`config.mk`:
```
export PLATFORM = sky130hd
export DESIGN_NAME = mult_arbiter
export DESIGN_NICKNAME = d
export VERILOG_FILES = /design/src/rtl/mult_arbiter.sv
export SDC_FILE = /design/constraint.sdc
export NUM_CORES = 1
export LEC_CHECK = 0
export CORE_ASPECT_RATIO = 0.75
export CORE_MARGIN = 3
export CORE_UTILIZATION = 45
export CTS_BUF_LIST = sky130_fd_sc_hd__clkbuf_4 sky130_fd_sc_hd__clkbuf_8
export CTS_CLUSTER_SIZE = 10
export DETAILED_ROUTE_END_ITERATION = 6
export GPL_TIMING_DRIVEN = 0
export HOLD_SLACK_MARGIN = 0.02
export PLACE_DENSITY = 0.88
export SETUP_SLACK_MARGIN = 0.1
export SLEW_MARGIN = 25
export SYNTH_ARGS = -nofsm -noshare
export SYNTH_HDL_FRONTEND = slang
export SYNTH_SLANG_ARGS = --single-unit
export TNS_END_PERCENT = 50
```
`constraint.sdc`:
```
create_clock -name clk_10kHz -period 4.91 [get_ports clk_10kHz]
set_clock_uncertainty 0.05 [all_clocks]
set_input_delay 0.982 -clock clk_10kHz [delete_from_list [all_inputs] [get_ports clk_10kHz]]
set_output_delay 0.982 -clock clk_10kHz [all_outputs]
set_load 0.005 [all_outputs]
```
`src/rtl/mult_arbiter.sv`:
```
// mult_arbiter: round-robin front end that shares one shift-add multiplier
// between two requesters.
//
// Ports
//   clk_10kHz   in   system clock, rising edge
//   clrn        in   synchronous active-low reset
//   req[1:0]    in   per-requester request, held until its gnt bit pulses
//   a0,b0,a1,b1 in   requester operands, sampled at grant
//   gnt[1:0]    out  one-hot grant, 1-cycle pulse
//   rsp_valid   out  1-cycle pulse qualifying rsp_id/rsp_p/rsp_err
//   rsp_id      out  requester owning the response
//   rsp_p       out  product (0 on error)
//   rsp_err     out  multiplier timed out
//   busy        out  high whenever the FSM is not idle
//   state[2:0]  out  FSM state (debug)
//   mul_a/mul_b out  operand buses to the multiplier
//   mul_load_a/mul_load_b/mul_start out  multiplier control pulses
//   mul_p       in   multiplier product
//   mul_done    in   multiplier done level (rising edge used)
module mult_arbiter #(
  parameter int unsigned WIDTH   = 8,
  parameter int unsigned TIMEOUT = 31
) (
  input  logic               clk_10kHz,
  input  logic               clrn,
  input  logic [1:0]         req,
  input  logic [WIDTH-1:0]   a0,
  input  logic [WIDTH-1:0]   b0,
  input  logic [WIDTH-1:0]   a1,
  input  logic [WIDTH-1:0]   b1,
  output logic [1:0]         gnt,
  output logic               rsp_valid,
  output logic               rsp_id,
  output logic [2*WIDTH-1:0] rsp_p,
  output logic               rsp_err,
  output logic               busy,
  output logic [2:0]         state,
  output logic [WIDTH-1:0]   mul_a,
  output logic [WIDTH-1:0]   mul_b,
  output logic               mul_load_a,
  output logic               mul_load_b,
  output logic               mul_start,
  input  logic [2*WIDTH-1:0] mul_p,
  input  logic               mul_done
);

  localparam int unsigned CntW = $clog2(TIMEOUT + 1);

  typedef enum logic [2:0] {
    StIdle  = 3'd0,
    StLoadA = 3'd1,
    StLoadB = 3'd2,
    StStart = 3'd3,
    StWait  = 3'd4,
    StResp  = 3'd5
  } state_e;

  state_e          st;
  logic            cur_id;
  logic            last_id;
  logic            done_q;
  logic [CntW-1:0] cnt;
  logic            pick;
  logic            done_rise;

  assign state     = st;
  assign done_rise = mul_done & ~done_q;

  // With both requests pending, serve whoever was not served last.
  always_comb begin
    pick = req[1];
    if (req == 2'b11) pick = ~last_id;
  end

  always_ff @(posedge clk_10kHz) begin
    if (!clrn) begin
      st         <= StIdle;
      cur_id     <= 1'b0;
      last_id    <= 1'b1;  // so req0 wins the first tie
      done_q     <= 1'b0;
      cnt        <= '0;
      gnt        <= 2'b00;
      rsp_valid  <= 1'b0;
      rsp_id     <= 1'b0;
      rsp_p      <= '0;
      rsp_err    <= 1'b0;
      busy       <= 1'b0;
      mul_a      <= '0;
      mul_b      <= '0;
      mul_load_a <= 1'b0;
      mul_load_b <= 1'b0;
      mul_start  <= 1'b0;
    end else begin
      // done_q tracks every cycle so a level already high at WAIT entry is not an edge.
      done_q     <= mul_done;
      gnt        <= 2'b00;
      rsp_valid  <= 1'b0;
      rsp_err    <= 1'b0;
      mul_load_a <= 1'b0;
      mul_load_b <= 1'b0;
      mul_start  <= 1'b0;
      unique case (st)
        StIdle: begin
          if (req != 2'b00) begin
            cur_id     <= pick;
            mul_a      <= pick ? a1 : a0;
            mul_b      <= pick ? b1 : b0;
            gnt        <= pick ? 2'b10 : 2'b01;
            mul_load_a <= 1'b1;
            busy       <= 1'b1;
            st         <= StLoadA;
          end
        end
        StLoadA: begin
          mul_load_b <= 1'b1;
          st         <= StLoadB;
        end
        StLoadB: begin
          mul_start <= 1'b1;
          st        <= StStart;
        end
        StStart: begin
          cnt <= '0;
          st  <= StWait;
        end
        StWait: begin
          if (done_rise) begin
            rsp_p     <= mul_p;
            rsp_valid <= 1'b1;
            rsp_id    <= cur_id;
            st        <= StResp;
          end else if (cnt == CntW'(TIMEOUT)) begin
            rsp_p     <= '0;
            rsp_err   <= 1'b1;
            rsp_valid <= 1'b1;
            rsp_id    <= cur_id;
            st        <= StResp;
          end else begin
            cnt <= cnt + 1'b1;
          end
        end
        StResp: begin
          last_id <= cur_id;
          busy    <= 1'b0;
          st      <= StIdle;
        end
        default: begin
          busy <= 1'b0;
          st   <= StIdle;
        end
      endcase
    end
  end

endmodule

```
==> images/met1.png <==
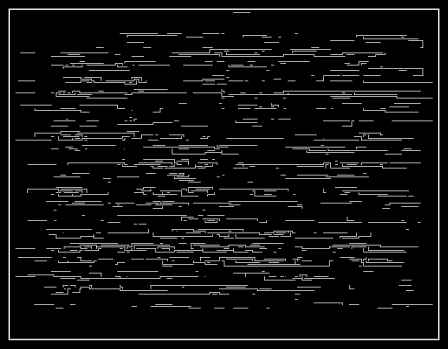
The layer holds 45% of the routed length. The layer carries 2170 um of wire. 295 nets have wire on it. The wires run mostly horizontal.

==> images/met2.png <==
Scale bar: 20 um.
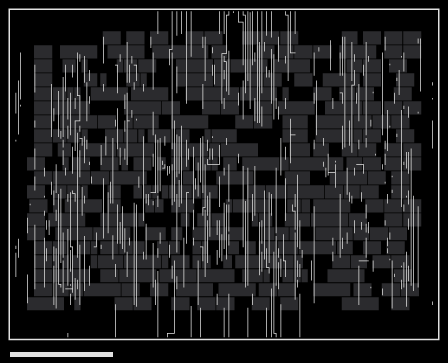
The longest straight run is 26.5 um. The layer holds 43% of the routed length.

==> images/met3.png <==
Scale bar: 20 um.
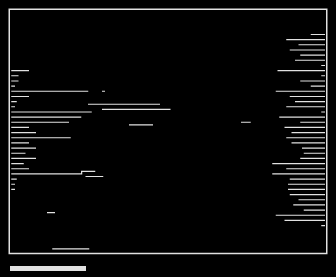
67 nets have wire on it. The layer carries 524 um of wire. The longest straight run is 20.9 um. The layer holds 11% of the routed length. The wires run mostly horizontal.

==> images/zoom.png <==
Scale bar: 5 um. Region (11, 38) to (31, 58) um. Cells in grey, sequential cells in the stronger grey; small squares are vias.
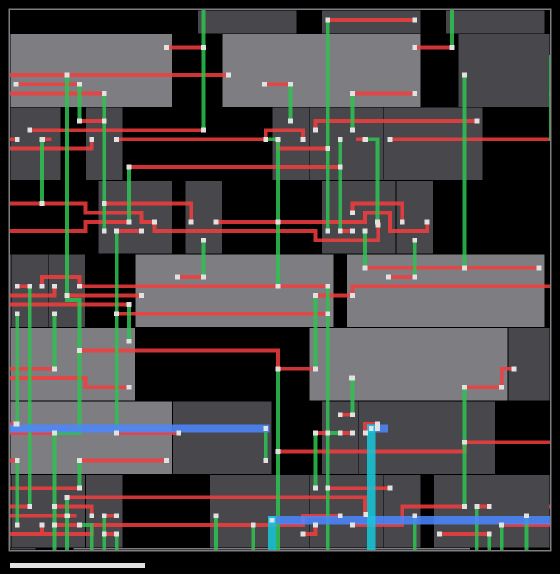
Key: cyan = met4; green = met2; red = met1; blue = met3
Most frequent: nor2_1 (8), dfxtp_1 (7), a22oi_1 (6). Netlist names of flops here include rsp_p (7). Sequential cells in the window: 7. 28 logic cells have their middle in the window.

==> images/final_congestion.png <==
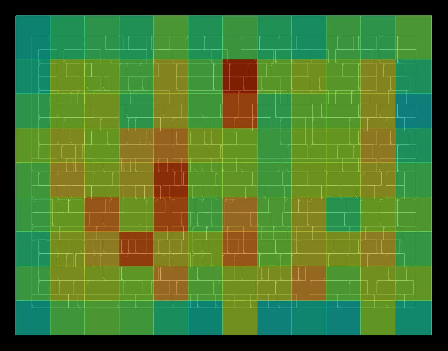
grt met1 use: 22.0%
GRT Resource Usage Total: 18.6%
WL per Instance: 13.9 um

==> Changelog: implementation <==
## Implementation

- Floorplan row count: 20
- Post-route cell area: between 0.003 and 0.004 mm^2
- Max-slew violation count: 0
- Top Ports: ~97
- Via count: approximately 1800
- Final hold slack: 0.417 ns
- Final Hold Vio Count: 0
- Core Area: 0.00418 mm^2
- DRC Markers: 0
- First-pass GRT wire length: 8.09 mm
- Final #Nets: 351
- Cell Pwr Density: 275 mW/mm^2
- Clk buf depth: 2
- Die Y: 63.9 um
- GRT overflow: 0
- Latency at later pin: 0.29 ns
- Placer Congestion: just over 0.8
- CP Launch Type: input pin
- TritonCTS clock tree: done
- Avg Inst Size Synth: between 10 and 15 um^2
- Unrepaired setup endpoints after global routing: no
- Outcome: finished, final reports clean
- Worst Tran Pin Value: 0.682 ns
- Yosys Chip Area: 0.00201 mm^2
- Yosys stat cell total: around 190
- Chip area: between 0.005 and 0.006 mm^2
- Final WL: 4.86 mm
- Final Total Pwr: 0.864 mW
- Init Core Util: 48.1%
- Synth Cell Area: 0.00201 mm^2
- Distinct lib cells: 37
- Worst path max stage delay: 0.67 ns
- Clock Sinks: 52
==> metal layers <==
metal  global-route usage, %  routed length, um  up-vias
li1                        -                  -      902
met1                    22.0               2170      780
met2                    30.2               2110       73
met3                    8.38                523        5
met4                    6.53                 60        0
met5                       0                  0        -
==> synthesized netlist by cell type, drive strengths merged <==
cell type	count	area, um^2
dfxtp	52	1040
nor2	28	115
mux2i	19	190
a22oi	16	120
o2bb2ai	16	140
buf	10	77.6
nand2	6	22.5
o21ai	5	25.0
a21oi	4	20.0
nand2b	4	32.5
nand3	4	20.0
ha	3	37.5
nand3b	3	22.5
and2	2	13.8
and3	2	12.5
clkbuf	2	7.51
clkinv	2	8.75
nor3	2	10.0
nor4	2	12.5
a2111oi	1	8.76
a21boi	1	7.51
a21o	1	7.51
a31oi	1	6.26
nor2b	1	6.26
nor3b	1	7.51
o21bai	1	7.51
o31a	1	8.76
or3b	1	11.3
or4	1	11.3
==> path summary, 6_finish.rpt <==
check / startpoint / endpoint / slack (ns) / depth (start not counted)
max: clrn / mul_a[3] / 2.34 / 5
min: mul_b[6] / mul_b[6] / 0.42 / 1
min reg2reg: mul_b[6] / mul_b[6] / 0.42 / 1
max reg2reg: cnt[0] / rsp_p[6] / 2.71 / 7
==> final cells by class <==
| class | count | area (um^2) | share of cell area (%) |
|---|---|---|---|
| Buffer | 12 | 85.1 | 2.71 |
| Clock buffer | 7 | 96.3 | 3.07 |
| Inverter | 2 | 8.76 | 0.279 |
| Multi-Input combinational cell | 126 | 877 | 28.0 |
| Sequential cell | 52 | 1040 | 33.2 |
| Tap cell | 55 | 68.8 | 2.19 |
| Timing Repair Buffer | 96 | 961 | 30.6 |
==> where the power goes <==
part           switching (mW)  internal [mW]
clock network           0.122          0.126
logic                  0.0576          0.102
registers              0.0117          0.445
total                   0.192          0.672
No activity file was given, so power comes from the tool's default toggle rates.
